run_1/closeup.png
Bar = 5 µm. Window x 68 to 88, y 101 to 121 µm. Cells in grey, sequential cells in the stronger grey; small squares are vias.
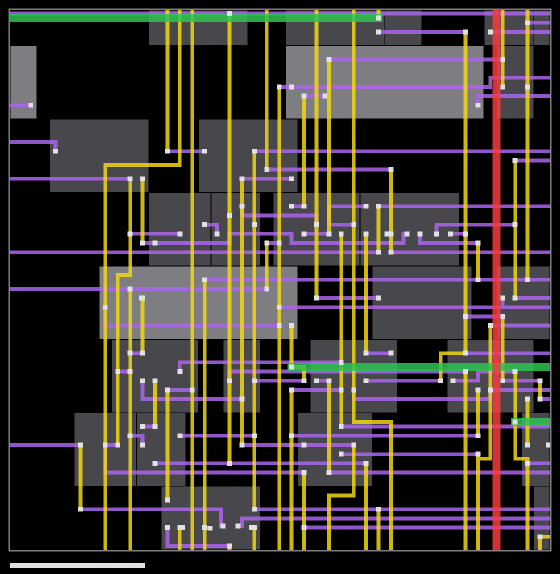
run_1/layers.png
Bar = 50 µm.
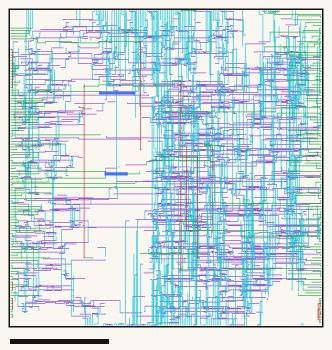
run_1/gates.png
Bar = 50 µm.
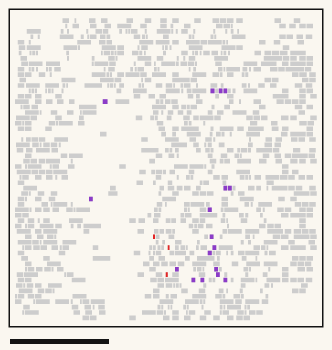
[src/rtl/memory_unit.sv]
// Memory stage of the RV32IM pipeline: byte-masked stores, load alignment, Zicntr CSR reads, MW register.
// Optional counters are built when MEMORY_UNIT_ZICNTR_EN is defined; otherwise every CSR read returns 0.
module memory_unit (
    input  logic        clk_i,
    input  logic        reset_i,
    input  logic        M_stall_i,
    input  logic        W_flush_i,
    input  logic [31:0] EM_PC_i,
    input  logic [31:0] EM_instr_i,
    input  logic        EM_nop_i,
    input  logic        EM_isLoad_i,
    input  logic        EM_isStore_i,
    input  logic        EM_isCSR_i,
    input  logic        EM_wbEnable_i,
    input  logic [4:0]  EM_rdId_i,
    input  logic [4:0]  EM_rs2Id_i,
    input  logic [11:0] EM_csrId_i,
    input  logic [2:0]  EM_funct3_i,
    input  logic [31:0] EM_rs2_i,
    input  logic [31:0] EM_Eresult_i,
    input  logic [31:0] EM_addr_i,
    input  logic [31:0] EM_Mdata_i,
    output logic [31:0] DMemWAddr_o,
    output logic [31:0] DMemWData_o,
    output logic [3:0]  DMemWMask_o,
    output logic [31:0] MW_PC_o,
    output logic [31:0] MW_instr_o,
    output logic        MW_nop_o,
    output logic        MW_wbEnable_o,
    output logic [4:0]  MW_rdId_o,
    output logic [31:0] MW_wbData_o
);

    localparam logic [31:0] NOP_INSTR = 32'h0000_0033;

    logic [1:0]  lane;
    logic [31:0] store_src;
    logic [3:0]  lane_mask;
    logic        store_en;
    logic [7:0]  load_byte;
    logic [15:0] load_half;
    logic [31:0] load_data;
    logic [31:0] csr_data;
    logic [31:0] wb_data;

    assign lane = EM_addr_i[1:0];

    // Forward from MW so a store right behind a load to its source register sees the loaded value.
    assign store_src = (MW_wbEnable_o && (MW_rdId_o == EM_rs2Id_i)) ? MW_wbData_o : EM_rs2_i;

    always_comb begin
        DMemWData_o = store_src;
        lane_mask   = 4'b0000;
        case (EM_funct3_i)
            3'b000: begin
                DMemWData_o = {4{store_src[7:0]}};
                lane_mask   = 4'b0001 << lane;
            end
            3'b001: begin
                DMemWData_o = {2{store_src[15:0]}};
                lane_mask   = lane[1] ? 4'b1100 : 4'b0011;
            end
            3'b010: begin
                DMemWData_o = store_src;
                lane_mask   = 4'b1111;
            end
            default: begin
                DMemWData_o = store_src;
                lane_mask   = 4'b0000;
            end
        endcase
    end

    assign store_en    = EM_isStore_i && !EM_nop_i && !M_stall_i && !reset_i;
    assign DMemWMask_o = store_en ? lane_mask : 4'b0000;
    assign DMemWAddr_o = {EM_addr_i[31:2], 2'b00};

    always_comb begin
        case (lane)
            2'd0:    load_byte = EM_Mdata_i[7:0];
            2'd1:    load_byte = EM_Mdata_i[15:8];
            2'd2:    load_byte = EM_Mdata_i[23:16];
            default: load_byte = EM_Mdata_i[31:24];
        endcase
        load_half = lane[1] ? EM_Mdata_i[31:16] : EM_Mdata_i[15:0];
        case (EM_funct3_i[1:0])
            2'b00:   load_data = EM_funct3_i[2] ? {24'h0, load_byte}
                                                : {{24{load_byte[7]}}, load_byte};
            2'b01:   load_data = EM_funct3_i[2] ? {16'h0, load_half}
                                                : {{16{load_half[15]}}, load_half};
            default: load_data = EM_Mdata_i;
        endcase
    end

`ifdef MEMORY_UNIT_ZICNTR_EN
    logic [63:0] cycle_q;
    logic [63:0] instret_q;

    always_ff @(posedge clk_i) begin
        if (reset_i) begin
            cycle_q   <= '0;
            instret_q <= '0;
        end else begin
            cycle_q <= cycle_q + 64'd1;
            if (!EM_nop_i && !M_stall_i && !W_flush_i) begin
                instret_q <= instret_q + 64'd1;
            end
        end
    end

    always_comb begin
        case (EM_csrId_i)
            12'hC00, 12'hC01: csr_data = cycle_q[31:0];
            12'hC80, 12'hC81: csr_data = cycle_q[63:32];
            12'hC02:          csr_data = instret_q[31:0];
            12'hC82:          csr_data = instret_q[63:32];
            default:          csr_data = '0;
        endcase
    end
`else
    logic csr_id_unused;
    assign csr_id_unused = ^EM_csrId_i;
    assign csr_data      = '0;
`endif

    assign wb_data = EM_isLoad_i ? load_data : (EM_isCSR_i ? csr_data : EM_Eresult_i);

    always_ff @(posedge clk_i) begin
        if (reset_i) begin
            MW_PC_o       <= '0;
            MW_instr_o    <= NOP_INSTR;
            MW_nop_o      <= 1'b1;
            MW_wbEnable_o <= 1'b0;
            MW_rdId_o     <= '0;
            MW_wbData_o   <= '0;
        end else if (W_flush_i) begin
            MW_PC_o       <= EM_PC_i;
            MW_instr_o    <= NOP_INSTR;
            MW_nop_o      <= 1'b1;
            MW_wbEnable_o <= 1'b0;
            MW_rdId_o     <= EM_rdId_i;
            MW_wbData_o   <= wb_data;
        end else if (!M_stall_i) begin
            MW_PC_o       <= EM_PC_i;
            MW_instr_o    <= EM_instr_i;
            MW_nop_o      <= EM_nop_i;
            MW_wbEnable_o <= EM_wbEnable_i;
            MW_rdId_o     <= EM_rdId_i;
            MW_wbData_o   <= wb_data;
        end
    end

endmodule

[config.mk]
export PLATFORM = sky130hd
export DESIGN_NAME = memory_unit
export DESIGN_NICKNAME = d
export VERILOG_FILES = /design/src/rtl/memory_unit.sv
export SDC_FILE = /design/constraint.sdc
export NUM_CORES = 1
export LEC_CHECK = 0
export CAP_MARGIN = 20
export CORE_AREA = 2 2 155 157
export CTS_CLUSTER_DIAMETER = 120
export DETAILED_ROUTE_END_ITERATION = 8
export DIE_AREA = 0 0 157 159
export PLACE_DENSITY_LB_ADDON = 0.12
export SETUP_SLACK_MARGIN = 0.2
export SYNTH_ARGS = -nofsm -noshare
export SYNTH_HDL_FRONTEND = slang
export SYNTH_SLANG_ARGS = --single-unit
[constraint.sdc]
create_clock -name clk_i -period 4.99 [get_ports clk_i]
set_clock_uncertainty 0.2 [all_clocks]
set_input_delay 0.998 -clock clk_i [delete_from_list [all_inputs] [get_ports clk_i]]
set_output_delay 0.998 -clock clk_i [all_outputs]
set_load 0.005 [all_outputs]
==> reports/results.tsv, run 1 <==
metric	value	unit
status	completed	
element type at the critical path end	primary output	
leading post-synthesis cells by instance count	sky130_fd_sc_hd__dfxtp_1 (103), sky130_fd_sc_hd__nand2_1 (80), sky130_fd_sc_hd__a21oi_1 (73)	
vertical die dimension	159	µm
worst slack at placement	0.471	ns
yosys-reported design area after synthesis	5920	µm²
flop count	103	
post-synth tally of flip-flops with integrated enable	0	
ports placed on the boundary	397	
post-CTS setup repair buffer count	0	
area share of the largest cell type after synthesis	34.8	%
Seq. pwr	917	µW
Pre-Place Util	25.5	%
ranking of synthesized cells by area	sky130_fd_sc_hd__dfxtp_1 (35%), sky130_fd_sc_hd__mux2i_1 (12%), sky130_fd_sc_hd__a21oi_1 (6.2%)	
inverter tally of the final layout excluding the clock network	3	
layer with the highest usage after global routing	met2	
share of total power in combinational logic	26.1	%
sequential fraction of design power	42.1	%
number of antenna violations at the first check in global routing	5	
met1 capacity usage during global routing	23.8	%
library cell with the largest summed area after synthesis	sky130_fd_sc_hd__dfxtp_1	
data required time at the worst endpoint	3.79	ns
average cell area after synthesis	8.80	µm²
hold violation count in the final report	0	
Final Hold Slack	0.252	ns
fraction of registers with async set or reset after synthesis	0	%
worst hold-check path type	register to register	
multi-input gates	476	
Port Buffers	322	
total track usage	19.7	%
setup repair after global routing missed its margin	no	
maximum number of pins on one net before global-route repair	72	
start point of the worst hold path	MW_PC_o[10]	
total met2 wirelength after detailed routing	12.1	mm
worst vdd rail ir drop	0.156	mV
DRC	0	
most used standard cell by instance count after synthesis	sky130_fd_sc_hd__dfxtp_1	
YS warnings	0	
number of H-tree levels	3	
CP startpoint	EM_rs2Id_i[3]	
AND-OR/OR-AND share of the synthesized area	17.1	%
met3 layer usage reported by global route	7.16	%
total congestion overflow after global routing	0	
number of unique standard cell types used by synthesis	44	
multi-input combinational cell area	3330	µm²
DRT Wirelength	25.3	mm
number of ordinary and repair buffers in the finished layout	339	
launch instance of the worst register-to-register path	MW_wbData_o[10]	
clock network area share	2.92	%
clock network power	693	µW
core area	23200	µm²
via-per-instance ratio	4.74	
length of the first detailed-routing pass in iterations	5	
P_int	1560	µW
Inserted Clock Buffers	9	
total clock sinks	103	
layout overhead on the synthesized area	59.5	%
remaining antenna violation count	0	
share of cell area taken by muxes after synthesis	22.8	%
Pwr top	registers	
least setup slack across all paths after layout	0.526	ns
switching part of the total	28.4	%
Comb power	569	µW
CTS root buffer	sky130_fd_sc_hd__clkbuf_16	
number of cells after detailed placement	1240	
clock tree from TritonCTS	done	
proportion of final cell area spent on non-clock buffers	35.5	%
number of OpenROAD warnings	38	
storage element area	2060	µm²
Notes on closeup.png above:
yellow -> M2
purple -> M1
red -> M4
green -> M3
netlist names of flops here include = MW_wbData_o (2)
most frequent = clkdlybuf4s50_1 (3)
sequential cells in the window = 2
cells with their middle in the window = 19

Notes on layers.png above:
red -> M4  # wire length 413 µm
blue -> M5  # wire length 26.7 µm
cyan -> M2  # wire length 12,100 µm
green -> M3  # wire length 2,400 µm
purple -> M1  # wire length 10,400 µm

Notes on gates.png above:
red -> inv cells  # cells 3
purple -> and/or cells  # cells 17
final cell count without fillers: 1,260
Comb/total area: 35.3%

[run 1: critical path: stages]
cell and delay [ns]:
sky130_fd_sc_hd__clkdlybuf4s50_1 0.42, sky130_fd_sc_hd__xor2_1 0.14, sky130_fd_sc_hd__nor4_1 0.34, sky130_fd_sc_hd__and3_2 0.27, sky130_fd_sc_hd__buf_12 0.21, sky130_fd_sc_hd__mux2_2 0.39
sky130_fd_sc_hd__clkdlybuf4s50_1 0.46
[run 1: final timing paths]
| path | slack (ns) | end |
|---|---|---|
| min reg2reg | 0.25 | MW_PC_o[10] |
| max | 0.53 | DMemWData_o[3] |
| min | 0.25 | MW_PC_o[10] |
| max reg2reg | 3.79 | MW_wbData_o[10] |
run_1/ff_map.png
Bar = 50 µm. Other sequential cells in the stronger grey, the rest of the logic in the fainter grey.
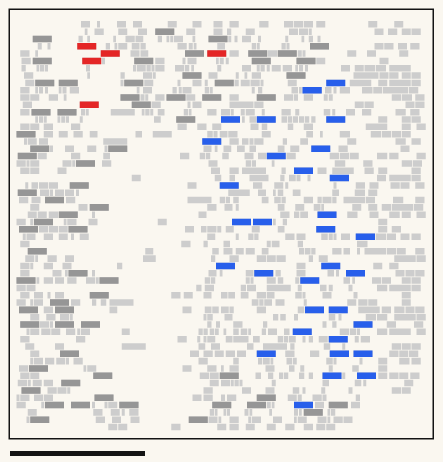

==> run 1 -> run 2 <==
clock period = 5.2 ns   (was 4.99 ns; I/O delays follow)
run_2/ff_map.png
Bar = 50 µm. Other sequential cells in the stronger grey, the rest of the logic in the fainter grey.
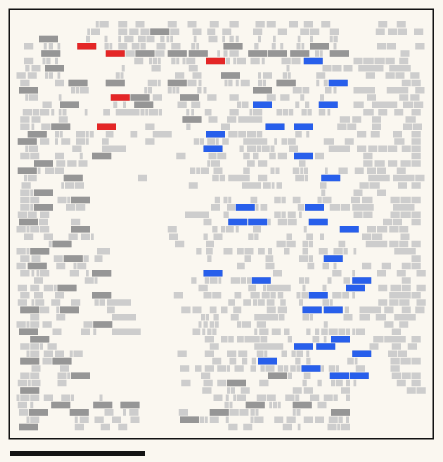
blue -> MW_wbData_o  # placed flops 32
red -> MW_rdId_o  # placed flops 5, where upper left
Seq. pwr: 880 µW
storage element area: 2060 µm²

==> reports/results.tsv, run 2 <==
metric	value	unit	change
Top Registers	MW_PC_o: 32 flops, MW_instr_o: 32 flops, MW_wbData_o: 32 flops		unchanged
part of the Yosys area used for sequential elements	34.8	%	unchanged
Pwr top	registers		unchanged
flip-flop cell with the highest count after synthesis	sky130_fd_sc_hd__dfxtp_1		unchanged
worst vdd rail ir drop	0.143	mV	was 0.156 mV
transition time at the pin with the least slew margin	0.836	ns	was 0.962 ns
setup repair after global routing missed its margin	no		unchanged
cell count after synthesis	672		unchanged
Inserted Clock Buffers	9		unchanged
hold violation count in the final report	0		unchanged
final weighted congestion in routability-driven placement	0.770		was 0.743
layer with the highest usage after global routing	met2		unchanged
post-route setup TNS	0	ns	unchanged
length of the first detailed-routing pass in iterations	5		unchanged
ports placed on the boundary	397		unchanged
fraction of registers with async set or reset after synthesis	0	%	unchanged
clock insertion delay at the later pin of the skew report	0.35	ns	was 0.36 ns
Comb power	550	µW	was 569 µW
highest attainable clock frequency	219	MHz	
Net Switching	590	µW	was 618 µW
worst-path maximum fanout	32		unchanged
least setup slack across all paths after layout	0.636	ns	was 0.526 ns
yosys-reported design area after synthesis	5920	µm²	unchanged
DRT Wirelength	25.2	mm	was 25.3 mm
top layer reached by signal wires	met5		unchanged
die area	25000	µm²	unchanged
post-synth tally of flip-flops with integrated enable	0		unchanged
R2R cell count	2		unchanged
classification of the worst setup path	input port to primary output		unchanged
total congestion overflow after global routing	0		unchanged
number of antenna violations at the first check in global routing	8		was 5
register clock-pin slew on the reported worst setup and hold paths	0.07	ns	about the same
slowest cell on the critical path	sky130_fd_sc_hd__clkdlybuf4s50_1		unchanged
core area	23200	µm²	unchanged
Port Buffers	322		unchanged
share of cell area taken by muxes after synthesis	22.8	%	unchanged
peak per-stage delay on the critical path	0.57	ns	was 0.46 ns
CTS root buffer	sky130_fd_sc_hd__clkbuf_16		unchanged
buffer-and-inverter tally for the worst setup path	3		unchanged
fin util	41.0	%	was 40.7%
Data arrival, critical path	3.32	ns	was 3.27 ns
leading post-synthesis cells by instance count	sky130_fd_sc_hd__dfxtp_1 (103), sky130_fd_sc_hd__nand2_1 (80), sky130_fd_sc_hd__a21oi_1 (73)		unchanged
number of H-tree levels	3		unchanged
average cell area after synthesis	8.80	µm²	unchanged
layout overhead on the synthesized area	60.7	%	was 59.5%
final period demand of the worst path	4.56	ns	
startpoint type of the worst setup path	input port		unchanged
violation count after the first detailed-route iteration	341		was 339
Final Hold Slack	0.252	ns	about the same
AND-OR/OR-AND share of the synthesized area	17.1	%	unchanged
via count of the first global-routing pass	5907		was 6,011
met1 capacity usage during global routing	23.9	%	was 23.8%
worst hold-check path type	register to register		unchanged
placed standard-cell area	9180	µm²	was 9150 µm²
share of total power in combinational logic	25.2	%	was 26.1%
top cell family by delay on the critical path	buffers and inverters		unchanged
critical path depth	7		unchanged
sequential fraction of design power	40.3	%	was 42.1%
Slew headroom	44.2	%	was 35.8%
final HPWL from detailed placement	19.1	mm	was 18.9 mm
element type at the critical path end	primary output		unchanged
remaining antenna violation count	0		unchanged
worst slack at placement	0.596	ns	was 0.471 ns
routed length on met1	10.5	mm	was 10.4 mm
pwr/cell area	230	nW/µm²	was 231 nW/µm²
total track usage	19.5	%	was 19.7%
most used standard cell by instance count after synthesis	sky130_fd_sc_hd__dfxtp_1		unchanged
total met2 wirelength after detailed routing	11.8	mm	was 12.1 mm
crit path cell chain	clkdlybuf4s50_1, xor2_1, nor4_1, and3_2, buf_12, mux2i_1, clkdlybuf4s50_1		was clkdlybuf4s50_1, xor2_1, nor4_1, and3_2, buf_12, mux2_2, clkdlybuf4s50_1
clock tree from TritonCTS	done		unchanged
data required time at the worst endpoint	3.96	ns	was 3.79 ns
total clock sinks	103		unchanged
Pre-Place Util	25.5	%	unchanged
ranking of synthesized cells by area	sky130_fd_sc_hd__dfxtp_1 (35%), sky130_fd_sc_hd__mux2i_1 (12%), sky130_fd_sc_hd__a21oi_1 (6.2%)		unchanged
crit-path most repeated cell	sky130_fd_sc_hd__clkdlybuf4s50_1		unchanged
Row Count	56		unchanged
library cell with the largest summed area after synthesis	sky130_fd_sc_hd__dfxtp_1		unchanged
status	completed		unchanged
number of unique standard cell types used by synthesis	44		unchanged
area share of the largest cell type after synthesis	34.8	%	unchanged
number of cells in Yosys stat	672		unchanged
DRC	0		unchanged
fraction of met2 tracks used by global routing	32.4	%	was 33.0%
post-CTS setup repair buffer count	0		unchanged
vertical die dimension	159	µm	unchanged
maximum number of pins on one net before global-route repair	72		unchanged
switching part of the total	27.0	%	was 28.4%
XOR/XNOR Fraction of Synth Area	0.740	%	unchanged
P_int	1590	µW	was 1560 µW
clock network power	755	µW	was 693 µW
YS warnings	0		unchanged
number of OpenROAD warnings	38		unchanged
Design Area, Final	9510	µm²	was 9440 µm²
met3 layer usage reported by global route	6.56	%	was 7.16%
hold buffer count at CTS	0		unchanged
DR vias	5955		was 5,971
via-per-instance ratio	4.71		was 4.74
first-pass GRT wire length	37.1	mm	was 37.5 mm
number of cells after detailed placement	1243		was 1,240
final cell count without fillers	1264		was 1,260
cell area after synthesis	5920	µm²	unchanged
[run 2: layout make-up]
type / count / area [µm²]
Antenna cell: 6 / 15.0
Clock buffer: 9 / 225
Clock inverter: 6 / 92.6
Fill cell: 2311 / 13700
Inverter: 3 / 11.3
Multi-Input combinational cell: 476 / 3330
Sequential cell: 103 / 2060
Tap cell: 319 / 399
Timing Repair Buffer: 342 / 3370
[run 2: final timing paths]
kind              slack (ns)            start         endpoint
hold / removal          0.25      MW_PC_o[30]      MW_PC_o[30]
setup / recovery        0.64    EM_rs2Id_i[3]  DMemWData_o[10]
hold reg to reg         0.25      MW_PC_o[30]      MW_PC_o[30]
setup reg to reg        3.97  MW_wbData_o[15]  MW_wbData_o[15]
No activity file was given, so power comes from the tool's default toggle rates.
